==> config.mk <==
export PLATFORM = sky130hd
export DESIGN_NAME = max_unpool_2x2
export DESIGN_NICKNAME = d
export VERILOG_FILES = /design/src/rtl/max_unpool_pkg.sv /design/src/rtl/unpool_line_buf.sv /design/src/rtl/max_unpool_2x2.sv
export SDC_FILE = /design/constraint.sdc
export NUM_CORES = 1
export LEC_CHECK = 0
export CORE_MARGIN = 2
export CORE_UTILIZATION = 25
export DETAILED_ROUTE_END_ITERATION = 12
export SETUP_SLACK_MARGIN = 0.5
export SYNTH_ARGS = -nofsm -noshare
export SYNTH_HDL_FRONTEND = slang
export SYNTH_SLANG_ARGS = --single-unit
==> constraint.sdc <==
create_clock -name clk -period 4 [get_ports clk]
set_clock_uncertainty 0.05 [all_clocks]
set_input_delay 0.8 -clock clk [delete_from_list [all_inputs] [get_ports clk]]
set_output_delay 0.8 -clock clk [all_outputs]
set_load 0.02 [all_outputs]
==> src/rtl/max_unpool_pkg.sv <==
//==============================================================================
// Module      : max_unpool_pkg
// Description : Shared constants, state encoding and helpers for the 2x2
//               max-unpooling stage. Honours MAX_UNPOOL_NN_EN.
// Revision    : 1.0 - initial release
//==============================================================================
`default_nettype none

package max_unpool_pkg;

    localparam logic [1:0] IDX_TL = 2'd0;
    localparam logic [1:0] IDX_TR = 2'd1;
    localparam logic [1:0] IDX_BL = 2'd2;
    localparam logic [1:0] IDX_BR = 2'd3;

    localparam logic [0:0] ST_TOP = 1'b0;
    localparam logic [0:0] ST_BOT = 1'b1;

    typedef enum logic [0:0] {TOP = ST_TOP, BOT = ST_BOT} state_t;

    // Line-buffer entry is {idx, value}; nearest-neighbour mode keeps only the value.
    function automatic int buf_entry_w(input int data_w);
`ifdef MAX_UNPOOL_NN_EN
        return data_w;
`else
        return data_w + 2;
`endif
    endfunction

endpackage

`default_nettype wire

==> src/rtl/unpool_line_buf.sv <==
//==============================================================================
// Module      : unpool_line_buf
// Description : One-write/one-read line buffer with synchronous read, holding
//               the pooled row for replay on the bottom output row.
// Revision    : 1.0 - initial release
//==============================================================================
`default_nettype none

module unpool_line_buf #(
    parameter int DEPTH = 14,
    parameter int WIDTH = 10,
    parameter int AW    = (DEPTH > 1) ? $clog2(DEPTH) : 1
) (
    input  logic             clk,
    input  logic             wr_en,
    input  logic [AW-1:0]    wr_addr,
    input  logic [WIDTH-1:0] wr_data,
    input  logic             rd_en,
    input  logic [AW-1:0]    rd_addr,
    output logic [WIDTH-1:0] rd_data
);

    logic [WIDTH-1:0] r_mem [DEPTH];

    always_ff @(posedge clk) begin
        if (wr_en) begin
            r_mem[wr_addr] <= wr_data;
        end
        if (rd_en) begin
            rd_data <= r_mem[rd_addr];
        end
    end

endmodule

`default_nettype wire

==> src/rtl/max_unpool_2x2.sv <==
//==============================================================================
// Module      : max_unpool_2x2
// Description : Streaming 2x2 max-unpooling; places each pooled value at its
//               argmax slot. Define MAX_UNPOOL_NN_EN for nearest-neighbour fill.
// Revision    : 1.0 - initial release
//==============================================================================
`default_nettype none

module max_unpool_2x2
    import max_unpool_pkg::*;
#(
    parameter int In_d_W = 8,
    parameter int IMG_W  = 28,
    parameter int IMG_H  = 28
) (
    input  logic              clk,
    input  logic              rst_n,
    input  logic              s_valid,
    output logic              s_ready,
    input  logic [In_d_W-1:0] s_data,
    input  logic [1:0]        s_idx,
    output logic              m_valid,
    input  logic              m_ready,
    output logic [In_d_W-1:0] m_data,
    output logic              m_eol,
    output logic              m_eof
);

    localparam int c_COLS = IMG_W / 2;
    localparam int c_ROWS = IMG_H / 2;
    localparam int c_CW   = (c_COLS > 1) ? $clog2(c_COLS) : 1;
    localparam int c_RW   = (c_ROWS > 1) ? $clog2(c_ROWS) : 1;
    localparam int c_BW   = buf_entry_w(In_d_W);
    localparam logic [c_CW-1:0] c_COL_LAST = c_CW'(c_COLS - 1);
    localparam logic [c_RW-1:0] c_ROW_LAST = c_RW'(c_ROWS - 1);

    logic [0:0]        r_state;
    logic              r_px;
    logic [c_CW-1:0]   r_col;
    logic [c_RW-1:0]   r_row;
    logic              r_in_en;
    logic [c_BW-1:0]   r_hold;

    logic              w_out_free;
    logic              w_accept;
    logic              w_adv;
    logic              w_col_last;
    logic [c_CW-1:0]   w_col_next;
    logic [c_BW-1:0]   w_wr_entry;
    logic [c_BW-1:0]   w_rd_entry;
    logic [c_BW-1:0]   w_entry;
    logic [In_d_W-1:0] w_val;

    assign w_out_free = !m_valid || m_ready;
    assign w_col_last = (r_col == c_COL_LAST);
    assign w_col_next = w_col_last ? '0 : r_col + 1'b1;

    // r_in_en keeps s_ready low while reset is asserted.
    assign s_ready  = r_in_en && w_out_free && !r_px && (r_state == ST_TOP);
    assign w_accept = s_valid && s_ready;
    assign w_adv    = ((r_state == ST_TOP) && !r_px) ? w_accept : w_out_free;

`ifdef MAX_UNPOOL_NN_EN
    assign w_wr_entry = s_data;
`else
    assign w_wr_entry = {s_idx, s_data};
`endif

    always_comb begin
        w_entry = w_wr_entry;
        if (r_state == ST_BOT) begin
            w_entry = w_rd_entry;
        end else if (r_px) begin
            w_entry = r_hold;
        end
    end

`ifdef MAX_UNPOOL_NN_EN
    assign w_val = w_entry;
`else
    logic [1:0] w_slot;

    always_comb begin
        unique case ({(r_state == ST_BOT), r_px})
            2'b00:   w_slot = IDX_TL;
            2'b01:   w_slot = IDX_TR;
            2'b10:   w_slot = IDX_BL;
            default: w_slot = IDX_BR;
        endcase
    end

    assign w_val = (w_entry[c_BW-1 -: 2] == w_slot) ? w_entry[In_d_W-1:0] : '0;
`endif

    // Reading the next column on every second pixel keeps the bottom row bubble-free.
    unpool_line_buf #(
        .DEPTH (c_COLS),
        .WIDTH (c_BW),
        .AW    (c_CW)
    ) u_line_buf (
        .clk     (clk),
        .wr_en   (w_accept),
        .wr_addr (r_col),
        .wr_data (w_wr_entry),
        .rd_en   (w_out_free && r_px),
        .rd_addr (w_col_next),
        .rd_data (w_rd_entry)
    );

    always_ff @(posedge clk or negedge rst_n) begin
        if (!rst_n) begin
            r_state <= ST_TOP;
            r_px    <= 1'b0;
            r_col   <= '0;
            r_row   <= '0;
            r_in_en <= 1'b0;
            r_hold  <= '0;
            m_valid <= 1'b0;
            m_data  <= '0;
            m_eol   <= 1'b0;
            m_eof   <= 1'b0;
        end else begin
            r_in_en <= 1'b1;
            if (w_accept) begin
                r_hold <= w_wr_entry;
            end
            if (w_out_free) begin
                m_valid <= w_adv;
                if (w_adv) begin
                    m_data <= w_val;
                    m_eol  <= r_px && w_col_last;
                    m_eof  <= r_px && w_col_last && (r_state == ST_BOT) && (r_row == c_ROW_LAST);
                    r_px   <= !r_px;
                    if (r_px) begin
                        r_col <= w_col_next;
                        if (w_col_last) begin
                            r_state <= (r_state == ST_TOP) ? ST_BOT : ST_TOP;
                            if (r_state == ST_BOT) begin
                                r_row <= (r_row == c_ROW_LAST) ? '0 : r_row + 1'b1;
                            end
                        end
                    end
                end
            end
        end
    end

endmodule

`default_nettype wire

Run 1, clock wires, drivers and flops:
Scale: 3 px per um.
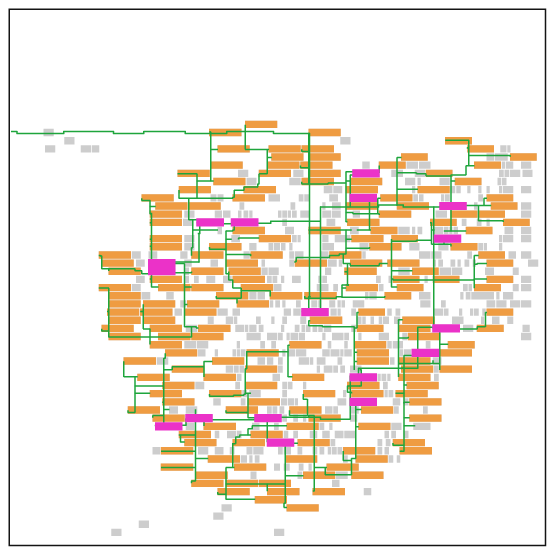
cells driving clock nets -> magenta  # count 17
clock wires -> green  # length 2020 um
flip-flops -> orange  # count 182
routed clock nets = 18
Clk power: 1590 uW
Clk network pwr share: 25.6%
clk latency late pin: 0.43 ns

Run 1, placed cells, one color a class:
Scale: 3 px per um. Fill, decap, tap and diode cells in gray.
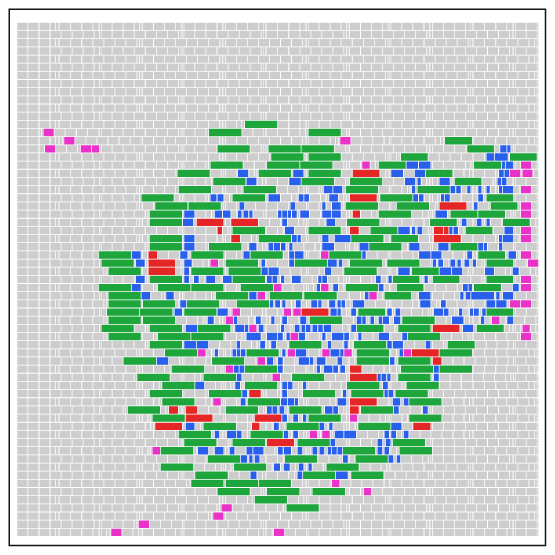
clock drivers and dummy loads -> red  # cells 32
all other logic -> blue  # cells 337
other buffers and delay cells -> magenta  # cells 56
flip-flops -> green  # cells 182

Run 1, routing congestion:
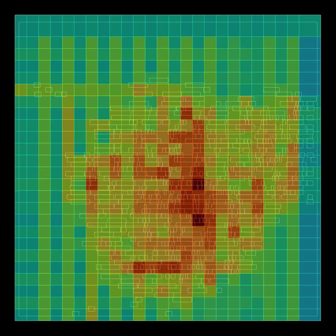
grt met1 use: 18.0%
post-DR wirelength/cell: 19.7 um
gr busiest metal: met2
GRT met3 Usage: 3.96%
Total Routing Usage GR: 13.0%

==> flow_metrics.env, run 1 <==
# yosys + openroad results
export IMPL_finalClockPeriodUsage_pct=79.2
export IMPL_critPathLaunch="m_ready"
export IMPL_crit_chain="clkdlybuf4s50_1 > nor2b_1 > nor3_2 > and2_1 > clkdlybuf4s50_1"
export IMPL_syn_inst=554
export IMPL_synth_area_sq_um=7590
export IMPL_synth_xor_area_share_pct=0.462
export IMPL_status="finished, final reports clean"
export IMPL_synth_simple_area_share_pct=7.87
export IMPL_chip_area_sq_um=31800
export IMPL_start_kind="input pin"
export IMPL_slew_headroom_pct=41.0
export IMPL_inv_count=9
export IMPL_die_h_um=178
export IMPL_timing_final_hold_violations=0
export IMPL_nNonClkBuffers=56
export IMPL_num_clock_buffers=17
export IMPL_nMultiInputCombCells=328
export IMPL_pg_seq_uw=2500
export IMPL_synthDistinctLibCells=60
export IMPL_holdPathStages=1
export IMPL_dpl_hpwl_um=13300
export IMPL_grt_ovfl_total=0
export IMPL_internal_power_uw=3880
export IMPL_ff_type="edfxtp_1"
export IMPL_fa_ha_area_share_pct=0
export IMPL_fp_utilization_pct=25.5
export IMPL_yosys_top_cells_area="edfxtp_1 59%, dfrtp_1 11%, o21ai_0 3.6%"
export IMPL_hold_end="m_eol"
export IMPL_port_buffers=25
export IMPL_fmax_mhz=316
export IMPL_place_worst_setup_slack_ns=0.822
export IMPL_diodes=0
export IMPL_cp_slowest_cell="clkdlybuf4s50_1"
export IMPL_rsz0062_at_grt="no"
Run 1, register map, names as in the netlist:
Scale: 3 px per um. Other sequential cells in the stronger gray, the rest of the logic in the fainter gray.
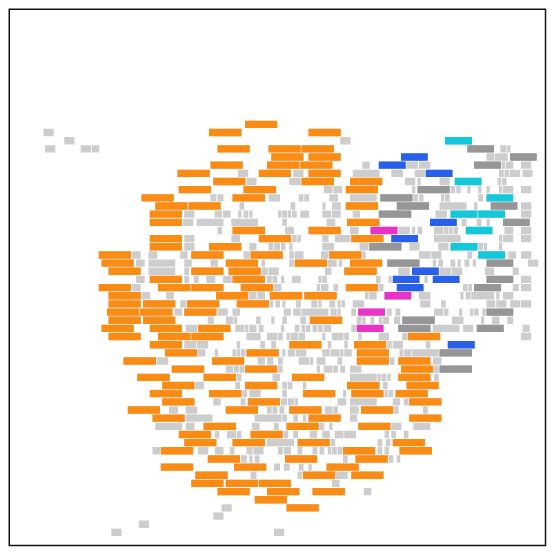

==> run 1 -> run 2 <==
==> constraint.sdc (replaced) <==
create_clock -name clk -period 3 [get_ports clk]
set_clock_uncertainty 0.05 [all_clocks]
set_input_delay 0.6 -clock clk [delete_from_list [all_inputs] [get_ports clk]]
set_output_delay 0.6 -clock clk [all_outputs]
set_load 0.02 [all_outputs]
Run 2, register map, names as in the netlist:
Scale: 3 px per um. Other sequential cells in the stronger gray, the rest of the logic in the fainter gray.
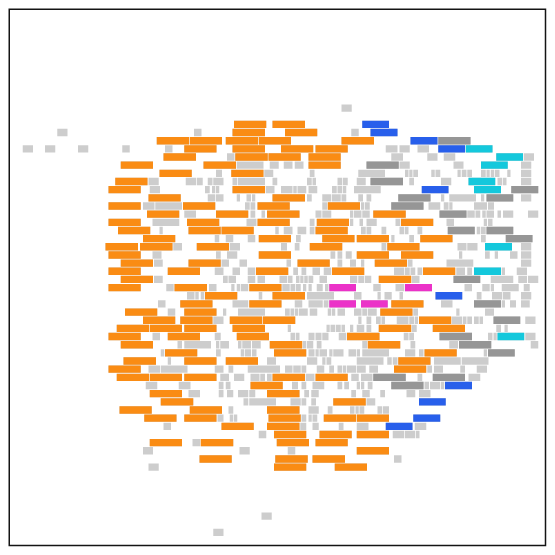
r_hold -> blue  # sequential cells 10
r_col -> magenta  # sequential cells 4
u_line_buf.r_mem -> orange  # sequential cells 140
m_data -> cyan  # sequential cells 8
not colored = 20
final core occ: 30.3%
FF/Latch Area: 5310 sq um
sequential cell power: 3170 uW
Seq area share: 58.7%

==> run 2 against run 1 <==
  * Via count increased by 0.93%
  * Total power increased by 33%
  * Utilization increased by 0.29 points
  * Sequential power increased by 27%
  * Cell count increased by 1.3%
  * Sequential share of layout area decreased by 0.58 points
  * Synthesized area unchanged
  * Largest cell class unchanged
  * Largest power group unchanged
==> flow_metrics.env, run 2 <==
# yosys + openroad results
export IMPL_status="finished, final reports clean"
export IMPL_crit_chain="buf_4 > clkinvlp_2 > o21ai_0 > a21bo_2 > nand2_1 > a22o_1"
export IMPL_ff_type="edfxtp_1"
export IMPL_p_clk_uw=2060
export IMPL_nNonClkBuffers=68
export IMPL_grt_busiest_layer="met2"
export IMPL_grt_use_met1_pct=18.4
export IMPL_clkLatencyLatePin_ns=0.43
export IMPL_synth_area_sq_um=7590
export IMPL_top_cells_by_count="150 x edfxtp_1, 54 x o21ai_0, 42 x a21oi_1"
export IMPL_fa_ha_area_share_pct=0
export IMPL_fmax_mhz=412
export IMPL_port_buffers=25
export IMPL_timing_final_hold_violations=0
export IMPL_place_worst_setup_slack_ns=0.258
export IMPL_hold_end="m_eol"
export IMPL_flops=182
export IMPL_synthDistinctLibCells=60
export IMPL_wl_per_cell_um=19.3
export IMPL_num_clock_buffers=20
export IMPL_rr_worst_depth=6
export IMPL_yosysCellCount=554
export IMPL_inv_count=10
export IMPL_critPathLaunch="r_col[2]"
export IMPL_nMultiInputCombCells=328
export IMPL_syn_inst=554
export IMPL_met3_usage_pct=3.30
export IMPL_die_h_um=178
export IMPL_cp_slowest_cell="clkinvlp_2"
export IMPL_grt_usage_pct=12.7
export IMPL_r2r_slack_ns=0.57
export IMPL_dpl_cell_area_sq_um=8470
export IMPL_internal_power_uw=5260
export IMPL_diodes=0
export IMPL_finalClockPeriodUsage_pct=81.0
export IMPL_min_from="m_eol"
export IMPL_synth_xor_area_share_pct=0.462
export IMPL_start_kind="flop"
export IMPL_fp_utilization_pct=25.5
export IMPL_rsz0062_at_grt="no"
export IMPL_synth_simple_area_share_pct=7.87
export IMPL_holdPathStages=1
export IMPL_p_leak_uw=0.00311
export IMPL_grt_ovfl_total=0
export IMPL_yosys_top_cells_area="edfxtp_1 59%, dfrtp_1 11%, o21ai_0 3.6%"
Power and IR drop assume default switching activity.
